File: src/rtl/instr_seq_pkg.sv
// Shared definitions for the instruction sequencer slice.
// Contents: playback FSM state enum, default instruction width, and the NOP
// encoding driven on the instruction bus whenever nothing valid is presented.
package instr_seq_pkg;

  localparam int IW_DEFAULT = 4;

  localparam logic [IW_DEFAULT-1:0] NOP_INSTR = 4'b0000;

  typedef enum logic [1:0] {
    IDLE      = 2'd0,
    RUN       = 2'd1,
    WAIT_STEP = 2'd2,
    FINISH    = 2'd3
  } seq_state_e;

endpackage

File: src/rtl/instr_buffer.sv
// Program store for the instruction sequencer.
// DEPTH x IW register array with one synchronous write port and one
// asynchronous read port. Storage is deliberately not reset: its contents
// only matter below prog_len, which is reset in the top.
// Ports:
//   clk    in  1   rising-edge clock
//   we     in  1   write enable
//   waddr  in  AW  write index
//   wdata  in  IW  write data
//   raddr  in  AW  read index
//   rdata  out IW  combinational read data
module instr_buffer #(
  parameter int IW    = 4,
  parameter int DEPTH = 16,
  localparam int AW   = $clog2(DEPTH)
) (
  input  logic          clk,
  input  logic          we,
  input  logic [AW-1:0] waddr,
  input  logic [IW-1:0] wdata,
  input  logic [AW-1:0] raddr,
  output logic [IW-1:0] rdata
);

  logic [IW-1:0] mem_r [DEPTH];

  // Synchronous write of one program entry.
  always_ff @(posedge clk) begin
    if (we) begin
      mem_r[waddr] <= wdata;
    end
  end

  assign rdata = mem_r[raddr];

endmodule

File: src/rtl/instr_sequencer.sv
// Source end of the processor instruction interface. Holds a short program,
// then plays it out one instruction per accepted valid/ready handshake, with
// free-run, single-step, loop and abort control.
// Ports:
//   clk, rst_n            clock, asynchronous active-low reset
//   load_en, load_data    append an instruction (IDLE only)
//   clear                 empty the program and clear overflow (IDLE only)
//   start                 begin playback at pc=0 (IDLE only, non-empty program)
//   step_mode, step_req   single-step control
//   loop_en               wrap to pc=0 after the last instruction
//   abort                 return to IDLE next cycle, no done pulse
//   out_ready             processor accepts the presented instruction
//   instr_valid           instruction output valid
//   instruction           buf[pc] while valid, NOP_INSTR otherwise
//   pc                    index of the presented instruction
//   prog_len              number of stored instructions (0..DEPTH)
//   busy                  state != IDLE
//   done                  one-cycle pulse when a non-loop run completes
//   overflow              sticky: load attempted while full
module instr_sequencer
  import instr_seq_pkg::*;
#(
  parameter int IW    = IW_DEFAULT,
  parameter int DEPTH = 16,
  localparam int AW   = $clog2(DEPTH)
) (
  input  logic          clk,
  input  logic          rst_n,
  input  logic          load_en,
  input  logic [IW-1:0] load_data,
  input  logic          clear,
  input  logic          start,
  input  logic          step_mode,
  input  logic          step_req,
  input  logic          loop_en,
  input  logic          abort,
  input  logic          out_ready,
  output logic          instr_valid,
  output logic [IW-1:0] instruction,
  output logic [AW-1:0] pc,
  output logic [AW:0]   prog_len,
  output logic          busy,
  output logic          done,
  output logic          overflow
);

  localparam logic [AW:0] FULL_LEN = (AW + 1)'(DEPTH);

  seq_state_e    state_r, state_s;
  logic [AW-1:0] pc_r, pc_s;
  logic [AW:0]   len_r, len_s;
  logic          ovf_r, ovf_s;
  logic          we_s;
  logic          last_s;
  logic [IW-1:0] rd_data_s;

  instr_buffer #(
    .IW    (IW),
    .DEPTH (DEPTH)
  ) u_buf (
    .clk   (clk),
    .we    (we_s),
    .waddr (len_r[AW-1:0]),
    .wdata (load_data),
    .raddr (pc_r),
    .rdata (rd_data_s)
  );

  // pc is presenting the final stored instruction (len_r >= 1 whenever this matters).
  assign last_s = ({1'b0, pc_r} == (len_r - (AW + 1)'(1)));

  // Next-state, pc, program length and overflow decode.
  always_comb begin
    state_s = state_r;
    pc_s    = pc_r;
    len_s   = len_r;
    ovf_s   = ovf_r;
    we_s    = 1'b0;
    case (state_r)
      IDLE: begin
        if (clear) begin
          len_s = '0;
          ovf_s = 1'b0;
        end else if (load_en) begin
          if (len_r < FULL_LEN) begin
            we_s  = 1'b1;
            len_s = len_r + (AW + 1)'(1);
          end else begin
            ovf_s = 1'b1;
          end
        end else begin
          len_s = len_r;
        end
        if (start && (len_r != '0)) begin
          pc_s    = '0;
          state_s = step_mode ? WAIT_STEP : RUN;
        end else begin
          state_s = IDLE;
        end
      end
      RUN: begin
        // abort wins over a same-cycle handshake; that beat is still consumed
        // by the processor, the sequencer simply does not advance past it.
        if (abort) begin
          pc_s    = '0;
          state_s = IDLE;
        end else if (out_ready) begin
          if (last_s && !loop_en) begin
            state_s = FINISH;
          end else begin
            pc_s    = last_s ? '0 : (pc_r + AW'(1));
            state_s = step_mode ? WAIT_STEP : RUN;
          end
        end else begin
          state_s = RUN;
        end
      end
      WAIT_STEP: begin
        if (abort) begin
          pc_s    = '0;
          state_s = IDLE;
        end else if (step_req || !step_mode) begin
          state_s = RUN;
        end else begin
          state_s = WAIT_STEP;
        end
      end
      FINISH: begin
        pc_s    = '0;
        state_s = IDLE;
      end
      default: begin
        pc_s    = '0;
        state_s = IDLE;
      end
    endcase
  end

  // Control state registers.
  always_ff @(posedge clk or negedge rst_n) begin
    if (!rst_n) begin
      state_r <= IDLE;
      pc_r    <= '0;
      len_r   <= '0;
      ovf_r   <= 1'b0;
    end else begin
      state_r <= state_s;
      pc_r    <= pc_s;
      len_r   <= len_s;
      ovf_r   <= ovf_s;
    end
  end

  // Outputs are pure decodes of registered state so an asynchronous reset
  // clears them immediately.
  assign instr_valid = (state_r == RUN);
  assign instruction = instr_valid ? rd_data_s : IW'(NOP_INSTR);
  assign pc          = pc_r;
  assign prog_len    = len_r;
  assign busy        = (state_r != IDLE);
  assign done        = (state_r == FINISH);
  assign overflow    = ovf_r;

endmodule

File: config.mk
export PLATFORM = sky130hd
export DESIGN_NAME = instr_sequencer
export DESIGN_NICKNAME = d
export VERILOG_FILES = /design/src/rtl/instr_seq_pkg.sv /design/src/rtl/instr_buffer.sv /design/src/rtl/instr_sequencer.sv
export SDC_FILE = /design/constraint.sdc
export NUM_CORES = 1
export LEC_CHECK = 0
export CELL_PAD_IN_SITES_DETAIL_PLACEMENT = 0
export CELL_PAD_IN_SITES_GLOBAL_PLACEMENT = 2
export CORE_ASPECT_RATIO = 1.75
export CORE_MARGIN = 1
export CORE_UTILIZATION = 45
export DETAILED_ROUTE_END_ITERATION = 8
export GPL_ROUTABILITY_DRIVEN = 1
export PLACE_DENSITY_LB_ADDON = 0.1
export SYNTH_ARGS = -nofsm -noshare
export SYNTH_HDL_FRONTEND = slang
export SYNTH_HIERARCHICAL = 1
export SYNTH_SLANG_ARGS = --single-unit
File: constraint.sdc
create_clock -name clk -period 3.5 [get_ports clk]
set_input_delay 0.35 -clock clk [delete_from_list [all_inputs] [get_ports clk]]
set_output_delay 0.35 -clock clk [all_outputs]
set_load 0.01 [all_outputs]
==> summary.txt, run 1 <==
The synthesis and PnR run went through. Post-synth design cell area landed at 0.00349 mm2. Number of fill cells in the layout landed at 613. The fraction of final cell area spent on clock buffers and inverters in this run is 0.0688. Counting along the longest clock path gives a buffer depth of 2. The highest layer touched by signal routing is met4. Static leakage landed at 1.44 nW. The largest individual stage delay along the critical path comes from the cell sky130_fd_sc_hd__dfrtp_1. Number of enable-type register cells in the synthesized netlist landed at 64.

Wire length per cell landed at 20.5 um. In this run the full chip footprint comes out at 0.00812 mm2. Entering global routing, the biggest net connects 17 pins. Per the detail_route report, the via count comes to 2,050.

Average size of a mapped cell landed at 15.4 um2. Pin slew with the least headroom to its limit landed at 0.644 ns. The placement report lists the number of port buffers as 30.

Inverter tally of the final layout excluding the clock network landed at 7. Counting endpoints that fail hold in the final report gives 0. The critical path maximum fanout is 10. Number of nets in the layout landed at 285. The tree is rooted in a sky130_fd_sc_hd__clkbuf_16.

The run finished with clean final reports. The worst register-to-register path has a setup slack of 1.07 ns. Count of distinct cell types in the synthesized netlist landed at 51. Per the final layout report, the fraction of cells sized above drive strength 1 comes to 0.114. The area taken by sequential standard cells is reported as 0.00222 mm2.

Of the total standard cell area in the layout, the sequential portion is 0.531. Worst-case setup slack after placement landed at 0.749 ns. The synthesis report names the predominant flop master as sky130_fd_sc_hd__edfxtp_1.

The worst register-to-register path begins at prog_len[0]. Of all cell types, the one taking the most synthesized area is sky130_fd_sc_hd__edfxtp_1. In the final layout, the clock buffer count is 13. Wire length of the first global-routing pass landed at 11,400 um.

The script computed the net switching share of total power as 0.293. For this design the ratio of total power to cell area is 658 mW/mm2. Synthesis inferred 76 register bits. For the sequential group, total power comes out at 1.15 mW. Sum of routed wire segments on met1 landed at 2890 um.

STA puts the critical path data required time at 3.15 ns. In the power breakdown, the biggest contributor is sequential cells. STA puts the critical path data arrival time at 2.71 ns. Max-cap violation count landed at 0. Number of cell instances after yosys synthesis landed at 226. The clock tree synthesis step divided the H-tree into 3 levels. For this design the top-level I/O count stands at 31. Of the total standard cell area in the layout, the multi-input combinational portion is 0.283. Area of the core landed at 0.00751 mm2. Antenna cell count landed at 0. Final worst slack landed at 0.435 ns. Broken down by cell family, the worst path's largest delay share belongs to buffers and inverters.

Share of synthesized area occupied by flip-flops and latches landed at 0.637. Traced cell by cell, the critical path runs through buf_4, buf_4, mux4_1, nand2_1, nand3_1, and2_1, clkdlybuf4s50_1. Number of nets at floorplan landed at 243.

Counting instances in the post-synthesis netlist gives the leading cell types as sky130_fd_sc_hd__edfxtp_1, sky130_fd_sc_hd__nor2_1, sky130_fd_sc_hd__mux4_1. Yosys-reported design area after synthesis landed at 0.00349 mm2. Met3 global-route usage landed at 0.0434. Counting flops with an async set or reset pin after synthesis yields a share of 0.158. Aggregate global routing overflow landed at 0. Top achievable clock speed landed at 326 MHz.

Share of the core filled by cells before placement landed at 0.464. The most frequently used library cell after synthesis is sky130_fd_sc_hd__edfxtp_1. Portion of total power attributed to combinational logic landed at 0.255. Global-route usage over all layers landed at 0.205.

Number of global-route vias before repair landed at 2,143. In this run the most used layer during global routing was met2. Among all cell classes, the greatest summed area belongs to flip-flops and latches. Setup repair after global routing left no endpoint under its margin. Tracing the worst setup path back leads to its startpoint at pc[0].

For this run, the detailed router's first-pass iteration total came to 4. Count of pins over their slew limit landed at 0. Via-per-instance ratio landed at 5.68. The capture point of the critical path was reported as instruction[0].

The library cells used most frequently in the layout, excluding fill and tap cells, are sky130_fd_sc_hd__edfxtp_1, sky130_fd_sc_hd__clkdlybuf4s50_1, sky130_fd_sc_hd__nor2_1. Final critical path time including I/O delays and setup landed at 3.06 ns. Number of instances resized during post-cts repair landed at 0. TritonCTS built the clock tree. The worst setup path is of the reg2out kind. The final layout reports a setup TNS of 0 ns.

The share of total power dissipated in sequential elements is 0.419. Routability-driven placement finished with a final weighted congestion of 0.709. Clock-pin slew was measured on the worst setup and hold paths at 0.06 ns. For the worst flop-to-flop path, the logic depth is 7.

Number of clock buffers inserted by TritonCTS landed at 9. Initial antenna violation count landed at 0. The stage logs contain a warning count of 27.
-- run 1: metrics by stage --
step	cells	total power, mW	util	hold slack [ns]	area [um2]
6_report	361	2.75	0.556	0.403	4180
5_1_grt	361	2.88	0.556	0.434	4180
4_1_cts	361	2.79	0.556	0.424	4180
3_5_place_dp	345	1.89	0.518	0.515	3890
3_3_place_gp	345	1.89	0.518	0.506	3890
2_1_floorplan	226	1.61	-	0.0544	3490
-- run 1: registers in the layout, indices dropped and copies added, names as in the netlist --
register     cells
u_buf/mem_r     64
prog_len         5
state_r          2
pc               4
overflow         1
-- run 1: logic make-up after synthesis --
logic type                 share of synthesized area
AOI/OAI and AO/OA                             0.0631
DFF                                            0.637
xor gates and xnor gates                      0.0176
and+or+nand+nor                                0.120
muxes                                          0.127
adders and majority gates                     0.0108
buffers and inverters                         0.0244
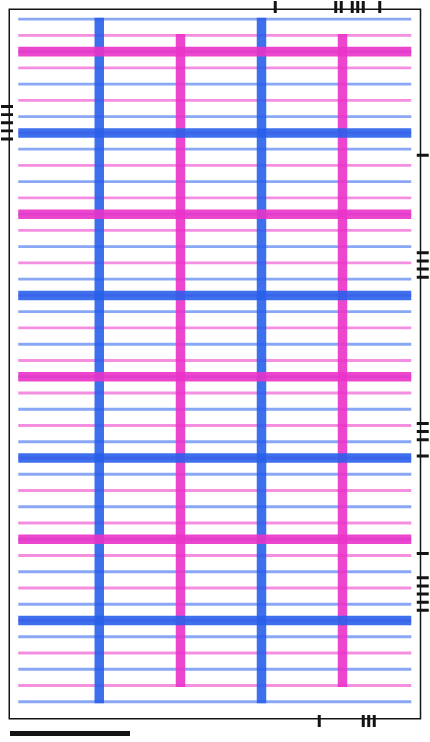
run_1/floorplan.png
Scale bar: 20 um. Pins as bars on the die edge.
| colour | net |
|---|---|
| magenta | VDD |
| blue | VSS |
met4 straps: 4
met1 rails: 43
met5 straps: 8
rows: 42
die boundary width: 68.6 um
Die Height: 118 um

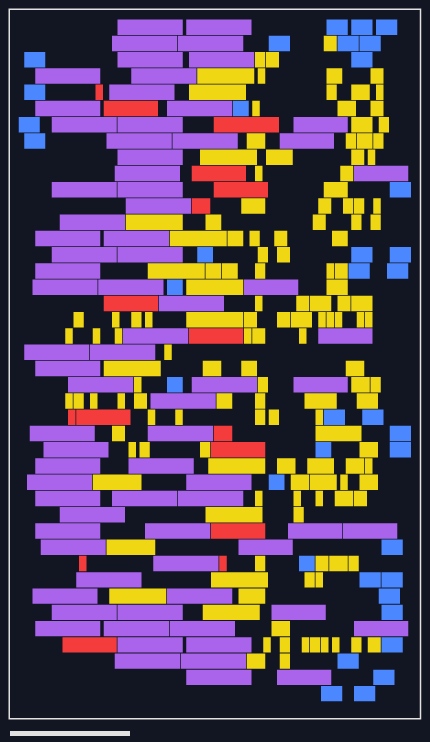
run_1/class_map.png
Scale bar: 20 um.
| colour | class | cells |
|---|---|---|
| yellow | remaining logic cells | 144 |
| purple | registers | 76 |
| red | clock drivers and dummy loads | 16 |
| blue | remaining buffers and delay cells | 37 |
area of all placed cells without fillers: 0.00418 mm2
placement row count: 42

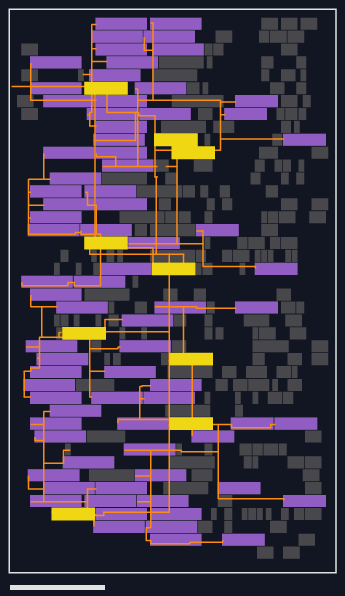
run_1/clock_wires.png
Scale bar: 20 um.
[orange] clock wires | length: 897 um
[purple] flip-flops | count: 76
[yellow] clock-net drivers | count: 9
routed clock nets: 10
Late-Pin Clk Latency: 0.33 ns
worst clock skew on the final layout: 0.00670 ns
clock power share: 0.325
clock network power: 0.895 mW

==> run 2, diff against run 1 <==
--- a/config.mk
+++ b/config.mk
@@ -7,7 +7,7 @@
 export LEC_CHECK = 0
 export CELL_PAD_IN_SITES_DETAIL_PLACEMENT = 0
 export CELL_PAD_IN_SITES_GLOBAL_PLACEMENT = 2
-export CORE_ASPECT_RATIO = 1.75
+export CORE_ASPECT_RATIO = 0.9
 export CORE_MARGIN = 1
 export CORE_UTILIZATION = 45
 export DETAILED_ROUTE_END_ITERATION = 8
==> run 2 against run 1 <==
  * Fmax is 9.3% higher
  * Critical path depth down 1
  * Worst setup slack gained 0.26 ns
  * Critical endpoint is now instruction[2]
  * Wire length down 5.8%
  * Sequential share of layout area increased by 1.2 points
  * Critical path type unchanged
  * Sequential power hardly changed
==> summary.txt, run 2 <==
The synthesis and PnR run went through. The run finished with clean final reports. Row count landed at 30 (-29%). The placement-stage cell area is 0.00389 mm2 (-0.13%). The flip-flop count of the largest register after layout came to 64 (unchanged). The area of the core is 0.00751 mm2 (about the same). The library cells used most frequently in the layout, excluding fill and tap cells, are sky130_fd_sc_hd__edfxtp_1, sky130_fd_sc_hd__clkdlybuf4s50_1, sky130_fd_sc_hd__nor2_1.

Share of the core filled by cells before placement landed at 0.465 (about the same). The setup path with the least slack is of type reg2out. Total of buffers placed on input and output ports landed at 30 (unchanged). Worst clock skew landed at 0.00482 ns (-0.00187 ns).

Wire length of the first global-routing pass landed at 11,100 um (-2.5%). Max-cap violation count landed at 0 (unchanged). Global routing put the most usage on met2. The number of enable-type register cells in the synthesized netlist came to 64 (unchanged).

TritonCTS built the clock tree. The cell sequence reported for the critical path is buf_4, mux4_2, a22oi_1, nand3_1, and2_1, clkdlybuf4s50_1. The part of the power in the clock network is 0.260 (-0.065). Number of instances resized during post-cts repair landed at 0 (unchanged). The area fraction in compound gates came to 0.0631 (unchanged). Async set-reset flop share out of synthesis landed at 0.158 (unchanged).

Clock tree synthesis selected as its root buffer the cell sky130_fd_sc_hd__clkbuf_8. The post-synth design cell area came to 0.00349 mm2 (unchanged). u_buf/mem_r holds more flip-flops than any other register. Share of synthesized area occupied by flip-flops and latches landed at 0.637 (unchanged). Portion of total power attributed to combinational logic landed at 0.289 (+0.034).

Later-pin clock latency in the skew report landed at 0.34 ns (about the same). Antenna cell count landed at 0 (unchanged). Via-per-instance ratio landed at 5.62 (-1.1%). The final critical path time including I/O delays and setup is 2.80 ns (-0.261 ns). Final worst slack landed at 0.696 ns (+0.261 ns). The number of nets at floorplan was 243 (unchanged). Looking at the gate-level netlist, the highest instance count belongs to sky130_fd_sc_hd__edfxtp_1. Number of placed instances with taps included landed at 351 (+1.7%). Count of pins over their slew limit landed at 0 (unchanged). The layout cell share with drive strength beyond 1 came to 0.118 (+0.00453).

The number of cell instances after yosys synthesis came to 226 (unchanged). Number of fill cells in the layout landed at 641 (+4.6%). Sum of negative setup slack landed at 0 ns (unchanged).

The average size of a mapped cell is 15.4 um2 (unchanged). For this run, the leading register cell type out of synthesis is sky130_fd_sc_hd__edfxtp_1. Worst-case setup slack after placement landed at 0.952 ns (+0.203 ns). By area, the combinational part of the netlist is dominated by multiplexers.

Total die size landed at 0.00811 mm2 (-0.16%). Count of placed standard cells in the final layout, fillers left out landed at 367 (+1.7%). The required time of the critical path came to 3.15 ns (about the same). Number of buffers on the longest clock path landed at 2 (unchanged). On the critical path, the stage with the largest delay is an instance of sky130_fd_sc_hd__dfrtp_1.
run 2: cell count changes in the layout (fill, tap and decap cells not counted), sizes merged:
cell      previous run  this run
clkinvlp             0         2
clkbuf              13        10
inv                  7         8
buf                  7         5
run 2: power by group through the flow:
stage	clock (mW)	sequential, mW	combinational [mW]
floorplan	0	1.12	0.487
global placement	0	1.15	0.725
detailed placement	0	1.15	0.725
CTS	0.670	1.13	0.729
global route	0.700	1.14	0.792
finish	0.651	1.13	0.723
run 2: area by class of cell:
cell class | count | area [um2] | area share
sequential | 76 | 2220 | 0.543
multi-input combinational | 137 | 1180 | 0.289
timing repair buffer | 35 | 338 | 0.0826
clock buffer | 10 | 138 | 0.0337
tap | 96 | 120 | 0.0294
clock inverter | 6 | 62.6 | 0.0153
inverter | 7 | 26.3 | 0.00643
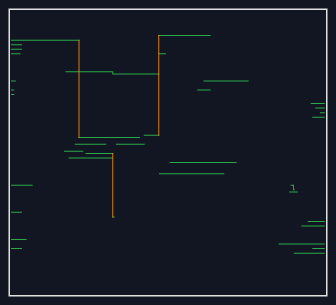
run_2/layers.png
Two of the layers only.
| colour | layer | wire length |
|---|---|---|
| orange | M4 | 78.2 um |
| green | M3 | 270 um |
global-route usage over all layers: 0.192
sum of routed wire length over all layers: 6980 um
vias post-DR: 2,062

Power figures rest on the tool's default switching activity, not on a simulated workload.
